## config.mk

```make
export PLATFORM = sky130hd
export DESIGN_NAME = sobel_window_buffer_flat
export DESIGN_NICKNAME = d
export VERILOG_FILES = /design/src/rtl/sobel_window_buffer_if.sv /design/src/rtl/sobel_window_buffer.sv /design/src/flat_wrapper.sv
export SDC_FILE = /design/constraint.sdc
export NUM_CORES = 1
export LEC_CHECK = 0
export CORE_AREA = 2 2 97 99
export DETAILED_ROUTE_END_ITERATION = 10
export DIE_AREA = 0 0 99 101
export GPL_ROUTABILITY_DRIVEN = 0
export PLACE_DENSITY = 0.88
export SETUP_SLACK_MARGIN = 0.4
export SLEW_MARGIN = 40
export SYNTH_ARGS = -nofsm -noshare
export SYNTH_HDL_FRONTEND = slang
export SYNTH_SLANG_ARGS = --single-unit
```

## constraint.sdc

```tcl
create_clock -name clk -period 3.5 [get_ports clk]
set_input_delay 0.525 -clock clk [delete_from_list [all_inputs] [get_ports clk]]
set_output_delay 0.525 -clock clk [all_outputs]
set_load 0.01 [all_outputs]
```

## src/rtl/sobel_window_buffer_if.sv

```systemverilog
// Pixel-stream and window-stream bundle between the SRAM reader, the Sobel
// window buffer and the gradient stage.
interface sobel_window_buffer_if #(
    parameter int PIX_W = 8
);
    logic [PIX_W-1:0]   pix_in;
    logic               pix_valid;
    logic               pix_ready;
    logic [9*PIX_W-1:0] window;
    logic               win_valid;
    logic               win_ready;

    modport master (
        output pix_in, pix_valid, win_ready,
        input  pix_ready, window, win_valid
    );

    modport slave (
        input  pix_in, pix_valid, win_ready,
        output pix_ready, window, win_valid
    );
endinterface

```

## src/rtl/sobel_window_buffer.sv

```systemverilog
// Assembles the 3x3 Sobel window from the serpentine SRAM read stream.
// Optional macro SOBEL_WINBUF_COUNT_EN adds the win_count handshake counter.
module sobel_window_buffer #(
    parameter int PIX_W = 8
) (
    input  logic        clk,
    input  logic        reset,
    input  logic        start_fill,
    input  logic        start_update,
    input  logic [1:0]  direction,
    output logic        busy,
    output logic        seq_err,
`ifdef SOBEL_WINBUF_COUNT_EN
    output logic [15:0] win_count,
`endif
    sobel_window_buffer_if.slave bus
);

    typedef enum logic [1:0] {
        ST_IDLE    = 2'd0,
        ST_FILL    = 2'd1,
        ST_UPDATE  = 2'd2,
        ST_PRESENT = 2'd3
    } state_t;

    state_t             state_r;
    state_t             state_nxt_s;
    logic [3:0]         count_r;
    logic [1:0]         dir_r;
    logic               seq_err_r;
    logic [PIX_W-1:0]   win_r [0:8];

    logic               pix_ready_s;
    logic               win_valid_s;
    logic               busy_s;
    logic               pix_acc_s;
    logic               last_pix_s;
    logic               upd_start_s;
    logic               seq_err_set_s;
    logic [3:0]         wr_idx_s;

    // State register
    always_ff @(posedge clk) begin
        if (reset) begin
            state_r <= ST_IDLE;
        end else begin
            state_r <= state_nxt_s;
        end
    end

    // Handshake qualifiers and the window slot the next accepted pixel lands in
    always_comb begin
        pix_acc_s     = bus.pix_valid && pix_ready_s;
        upd_start_s   = (state_r == ST_IDLE) && start_update && (direction != 2'b00);
        seq_err_set_s = start_update && !start_fill &&
                        ((state_r != ST_IDLE) || (direction == 2'b00));
        wr_idx_s      = count_r;
        last_pix_s    = 1'b0;
        case (state_r)
            ST_FILL: begin
                wr_idx_s   = count_r;
                last_pix_s = (count_r == 4'd8);
            end
            ST_UPDATE: begin
                last_pix_s = (count_r == 4'd2);
                case (dir_r)
                    2'b01:   wr_idx_s = 4'd3 * count_r + 4'd2;
                    2'b10:   wr_idx_s = 4'd3 * count_r;
                    2'b11:   wr_idx_s = 4'd6 + count_r;
                    default: wr_idx_s = count_r;
                endcase
            end
            default: begin
                wr_idx_s   = count_r;
                last_pix_s = 1'b0;
            end
        endcase
    end

    // Next-state decode; a fill request pre-empts every state
    always_comb begin
        state_nxt_s = state_r;
        if (start_fill) begin
            state_nxt_s = ST_FILL;
        end else begin
            case (state_r)
                ST_IDLE: begin
                    if (upd_start_s) state_nxt_s = ST_UPDATE;
                    else             state_nxt_s = ST_IDLE;
                end
                ST_FILL, ST_UPDATE: begin
                    if (pix_acc_s && last_pix_s) state_nxt_s = ST_PRESENT;
                    else                         state_nxt_s = state_r;
                end
                ST_PRESENT: begin
                    if (bus.win_ready) state_nxt_s = ST_IDLE;
                    else               state_nxt_s = ST_PRESENT;
                end
                default: state_nxt_s = ST_IDLE;
            endcase
        end
    end

    // Output decode from the registered state
    always_comb begin
        pix_ready_s = 1'b0;
        win_valid_s = 1'b0;
        busy_s      = 1'b0;
        case (state_r)
            ST_IDLE: begin
                busy_s = 1'b0;
            end
            ST_FILL, ST_UPDATE: begin
                pix_ready_s = 1'b1;
                busy_s      = 1'b1;
            end
            ST_PRESENT: begin
                win_valid_s = 1'b1;
                busy_s      = 1'b1;
            end
            default: begin
                busy_s = 1'b0;
            end
        endcase
    end

    // Window storage: shift on update start, then refill the vacated line
    always_ff @(posedge clk) begin
        if (reset) begin
            count_r   <= 4'd0;
            dir_r     <= 2'b00;
            seq_err_r <= 1'b0;
            for (int i = 0; i < 9; i++) begin
                win_r[i] <= {PIX_W{1'b0}};
            end
        end else begin
            if (seq_err_set_s) begin
                seq_err_r <= 1'b1;
            end
            if (start_fill) begin
                count_r <= 4'd0;
            end else if (upd_start_s) begin
                dir_r   <= direction;
                count_r <= 4'd0;
                case (direction)
                    2'b01: begin
                        win_r[0] <= win_r[1]; win_r[1] <= win_r[2];
                        win_r[3] <= win_r[4]; win_r[4] <= win_r[5];
                        win_r[6] <= win_r[7]; win_r[7] <= win_r[8];
                    end
                    2'b10: begin
                        win_r[2] <= win_r[1]; win_r[1] <= win_r[0];
                        win_r[5] <= win_r[4]; win_r[4] <= win_r[3];
                        win_r[8] <= win_r[7]; win_r[7] <= win_r[6];
                    end
                    2'b11: begin
                        win_r[0] <= win_r[3]; win_r[1] <= win_r[4]; win_r[2] <= win_r[5];
                        win_r[3] <= win_r[6]; win_r[4] <= win_r[7]; win_r[5] <= win_r[8];
                    end
                    default: begin
                        dir_r <= direction;
                    end
                endcase
            end else if (pix_acc_s) begin
                win_r[wr_idx_s] <= bus.pix_in;
                count_r         <= last_pix_s ? 4'd0 : count_r + 4'd1;
            end
        end
    end

`ifdef SOBEL_WINBUF_COUNT_EN
    logic [15:0] win_count_r;

    // Completed-handshake tally; restarting the image clears it
    always_ff @(posedge clk) begin
        if (reset) begin
            win_count_r <= 16'd0;
        end else if (start_fill) begin
            win_count_r <= 16'd0;
        end else if (win_valid_s && bus.win_ready) begin
            win_count_r <= win_count_r + 16'd1;
        end
    end

    assign win_count = win_count_r;
`endif

    for (genvar gi = 0; gi < 9; gi++) begin : g_win
        assign bus.window[PIX_W*gi +: PIX_W] = win_r[gi];
    end

    assign bus.pix_ready = pix_ready_s;
    assign bus.win_valid = win_valid_s;
    assign busy          = busy_s;
    assign seq_err       = seq_err_r;

endmodule

```

## src/flat_wrapper.sv

```systemverilog
// flat-port wrapper written by rule: the top's interface ports become plain ports
module sobel_window_buffer_flat 
#(
    parameter int PIX_W = 8
)
  (clk, reset, start_fill, start_update, direction, busy, seq_err, bus_pix_in, bus_pix_valid, bus_win_ready, bus_pix_ready, bus_window, bus_win_valid);
  sobel_window_buffer_if #(.PIX_W(PIX_W)) bus_i ();
  input  logic clk;
  input  logic reset;
  input  logic start_fill;
  input  logic start_update;
  input  logic [1:0] direction;
  output logic busy;
  output logic seq_err;
  input wire logic [$bits(bus_i.pix_in)-1:0] bus_pix_in;
  input wire logic [$bits(bus_i.pix_valid)-1:0] bus_pix_valid;
  input wire logic [$bits(bus_i.win_ready)-1:0] bus_win_ready;
  output wire logic [$bits(bus_i.pix_ready)-1:0] bus_pix_ready;
  output wire logic [$bits(bus_i.window)-1:0] bus_window;
  output wire logic [$bits(bus_i.win_valid)-1:0] bus_win_valid;
  assign bus_i.pix_in = bus_pix_in;
  assign bus_i.pix_valid = bus_pix_valid;
  assign bus_i.win_ready = bus_win_ready;
  assign bus_pix_ready = bus_i.pix_ready;
  assign bus_window = bus_i.window;
  assign bus_win_valid = bus_i.win_valid;
  sobel_window_buffer #(.PIX_W(PIX_W)) u_core (.clk(clk), .reset(reset), .start_fill(start_fill), .start_update(start_update), .direction(direction), .busy(busy), .seq_err(seq_err), .bus(bus_i));
endmodule
```

==> impl_metrics.ini <==
; physical design summary
[status]
status = finished clean

[logic_synthesis]
ys_top_cells_by_area = edfxtp_1 48%, a22oi_1 8.0%, mux2_2 4.3%
synth-seq-cells = 81
top_cell = edfxtp_1
ys_async_sr_fraction_pct = 0
netlist_area_mm2 = 0.00450
synth_cell_types = 52
netlist.area_leader.share_pct = 48.0

[timing]
worst_pin_slew_ns = 0.671
slew_headroom_pct = 55.1
final_max_slew_viol_count = 0

[floorplan]
core_mm2 = 0.00898
dieArea_mm2 = 0.0100

[power_and_ir_drop]
internal_power_mw = 1.67

[final_layout]
n_antenna_cell = 0
fillers = 652
comb_area_mm2 = 0.00198

[clocking]
cts_tree = yes
clock_latency_ns = 0.36

[worst_setup_path]
crit_path_cell_trace = ha_1 -> inv_1 -> fa_1 -> inv_1 -> ha_1 -> nand3b_1 -> a21oi_2 -> nor2_2 -> and3_2 -> a221o_2
path_max_fanout = 10
rrSetupSlack_ns = 0.47

[placed_design]
portBuffers = 91

[detailed_routing]
wl_per_cell_um = 22.3
viasPerCell = 6.66

[run]
max_cap_viol_count = 0
worst max-delay path: cells and delay by family (launching register included):
family,cells,cell delay (ns)
adder cells (fa/ha/maj),3,1.02
flip-flops,1,0.39
AND-OR/OR-AND,2,0.67
buffers and inverters,2,0.12
AND/OR/NAND/NOR,3,0.59
through the flow:
stage	utilization, %	instance area (um^2)	cells
3_5_place_dp	61.8	5550	593
2_1_floorplan	-	4510	405
3_3_place_gp	61.8	5550	593
4_1_cts	64.3	5780	609
6_report	64.7	5810	610
5_1_grt	64.7	5810	610
power by group through the flow:
stage	combinational, mW	clock, mW	sequential, mW
after CTS	0.321	0.765	1.16
final	0.325	0.763	1.16
after global routing	0.345	0.809	1.17
after floorplan	0.130	0	1.18
after global placement	0.307	0	1.18
after detailed placement	0.317	0	1.18
repair_timing:
action / in CTS / in global routing
pin swaps: 0 / 4
endpoints found under the setup margin: 32 / 66
resized: 4 / 9
cloned: 0 / 1
sequential cells by signal, indices dropped and copies added (netlist names):
register,cells
u_core.state_r,2
u_core.dir_r,2
u_core.win_r,72
u_core.count_r,4
u_core.seq_err,1
worst paths after layout:
path,start,end,cells after the start
worst min register to register,u_core.count_r[0],u_core.count_r[0],2
worst max register to register,u_core.count_r[1],u_core.win_r[7][4],10
worst max-delay path,u_core.count_r[1],u_core.win_r[7][4],10
worst min-delay path,u_core.count_r[0],u_core.count_r[0],2
cell type report:
type | count | share of cell area [%]
multi-input combinational | 273 | 34.2
inverter | 21 | 1.36
clock inverter | 6 | 1.55
timing repair buffer | 108 | 17.9
clock buffer | 10 | 2.20
sequential | 81 | 40.5
tap | 111 | 2.39
kinds of logic (layout without fill, tap and decap cells):
logic type                 count (synthesis)  in the layout  share of synthesized area (%)
AOI/OAI and AO/OA                        153            153                           24.1
xor gates and xnor gates                   2              2                          0.722
and+or+nand+nor                           79             80                           8.83
muxes                                     29             29                           6.92
adders and majority gates                  9              9                           2.67
buffers and inverters                     52            145                           4.81
DFF                                       81             81                           52.0
per-layer routing:
layer | GRT usage (%) | share of wire (%) | vias up
met4 | 7.90 | 2.3 | 0
met2 | 46.0 | 49 | 315
met3 | 5.34 | 12 | 41
li1 | - | - | 1770
met1 | 35.6 | 36 | 1939
met5 | 0 | 0 | -
Figure 1. Signal metal coverage by tile.
Scale bar: 20 um. The die is cut into 20 by 20 equal tiles; dark purple is low, yellow is high, scaled to the fullest tile. Values are wire area over tile area, all layers added.
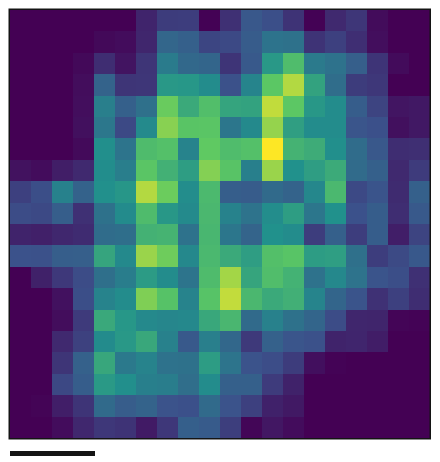
19% of the tiles are nearly empty. The emptiest ninth of the die: lower right. The densest ninth of the die: centre.

Figure 2. Clock wires, drivers and flops.
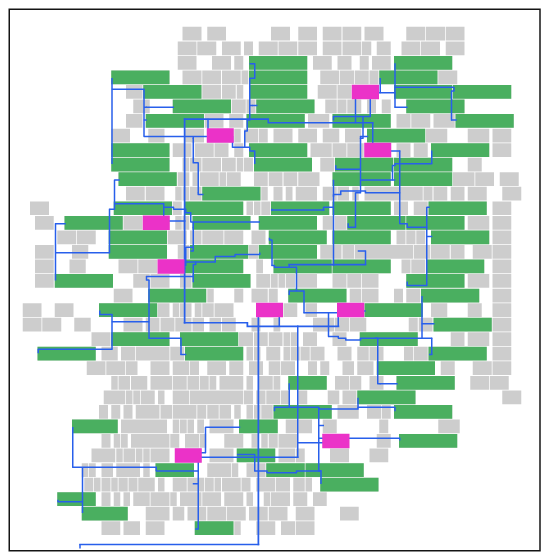
Green shows flip-flops, count 81. Blue shows clock wires, length 970 um. Magenta shows cells driving clock nets, count 9.
There are 10 routed clock nets.

Figure 3. M4 wires.
Scale bar: 20 um. Supply wires on this layer in grey.
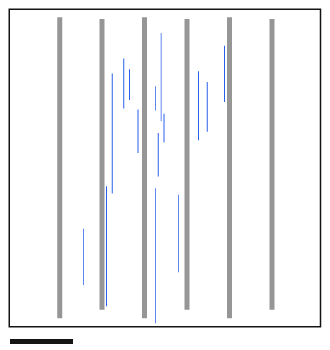
The wires run mostly vertical. The longest straight run is 42.8 um. The layer carries 313 um of wire. 14 nets have wire on it.
Post-Route WL: 13600 um
via count: 4065

Figure 4. Placed standard cells.
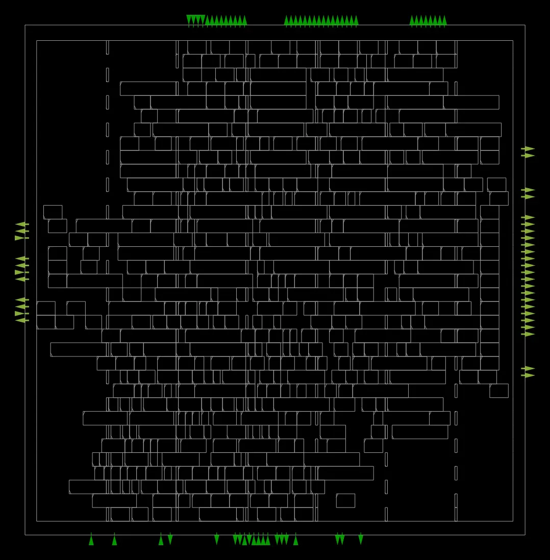
final cell count without fillers: 610
row cnt: 35

Power is estimated from default activity; no workload was simulated.
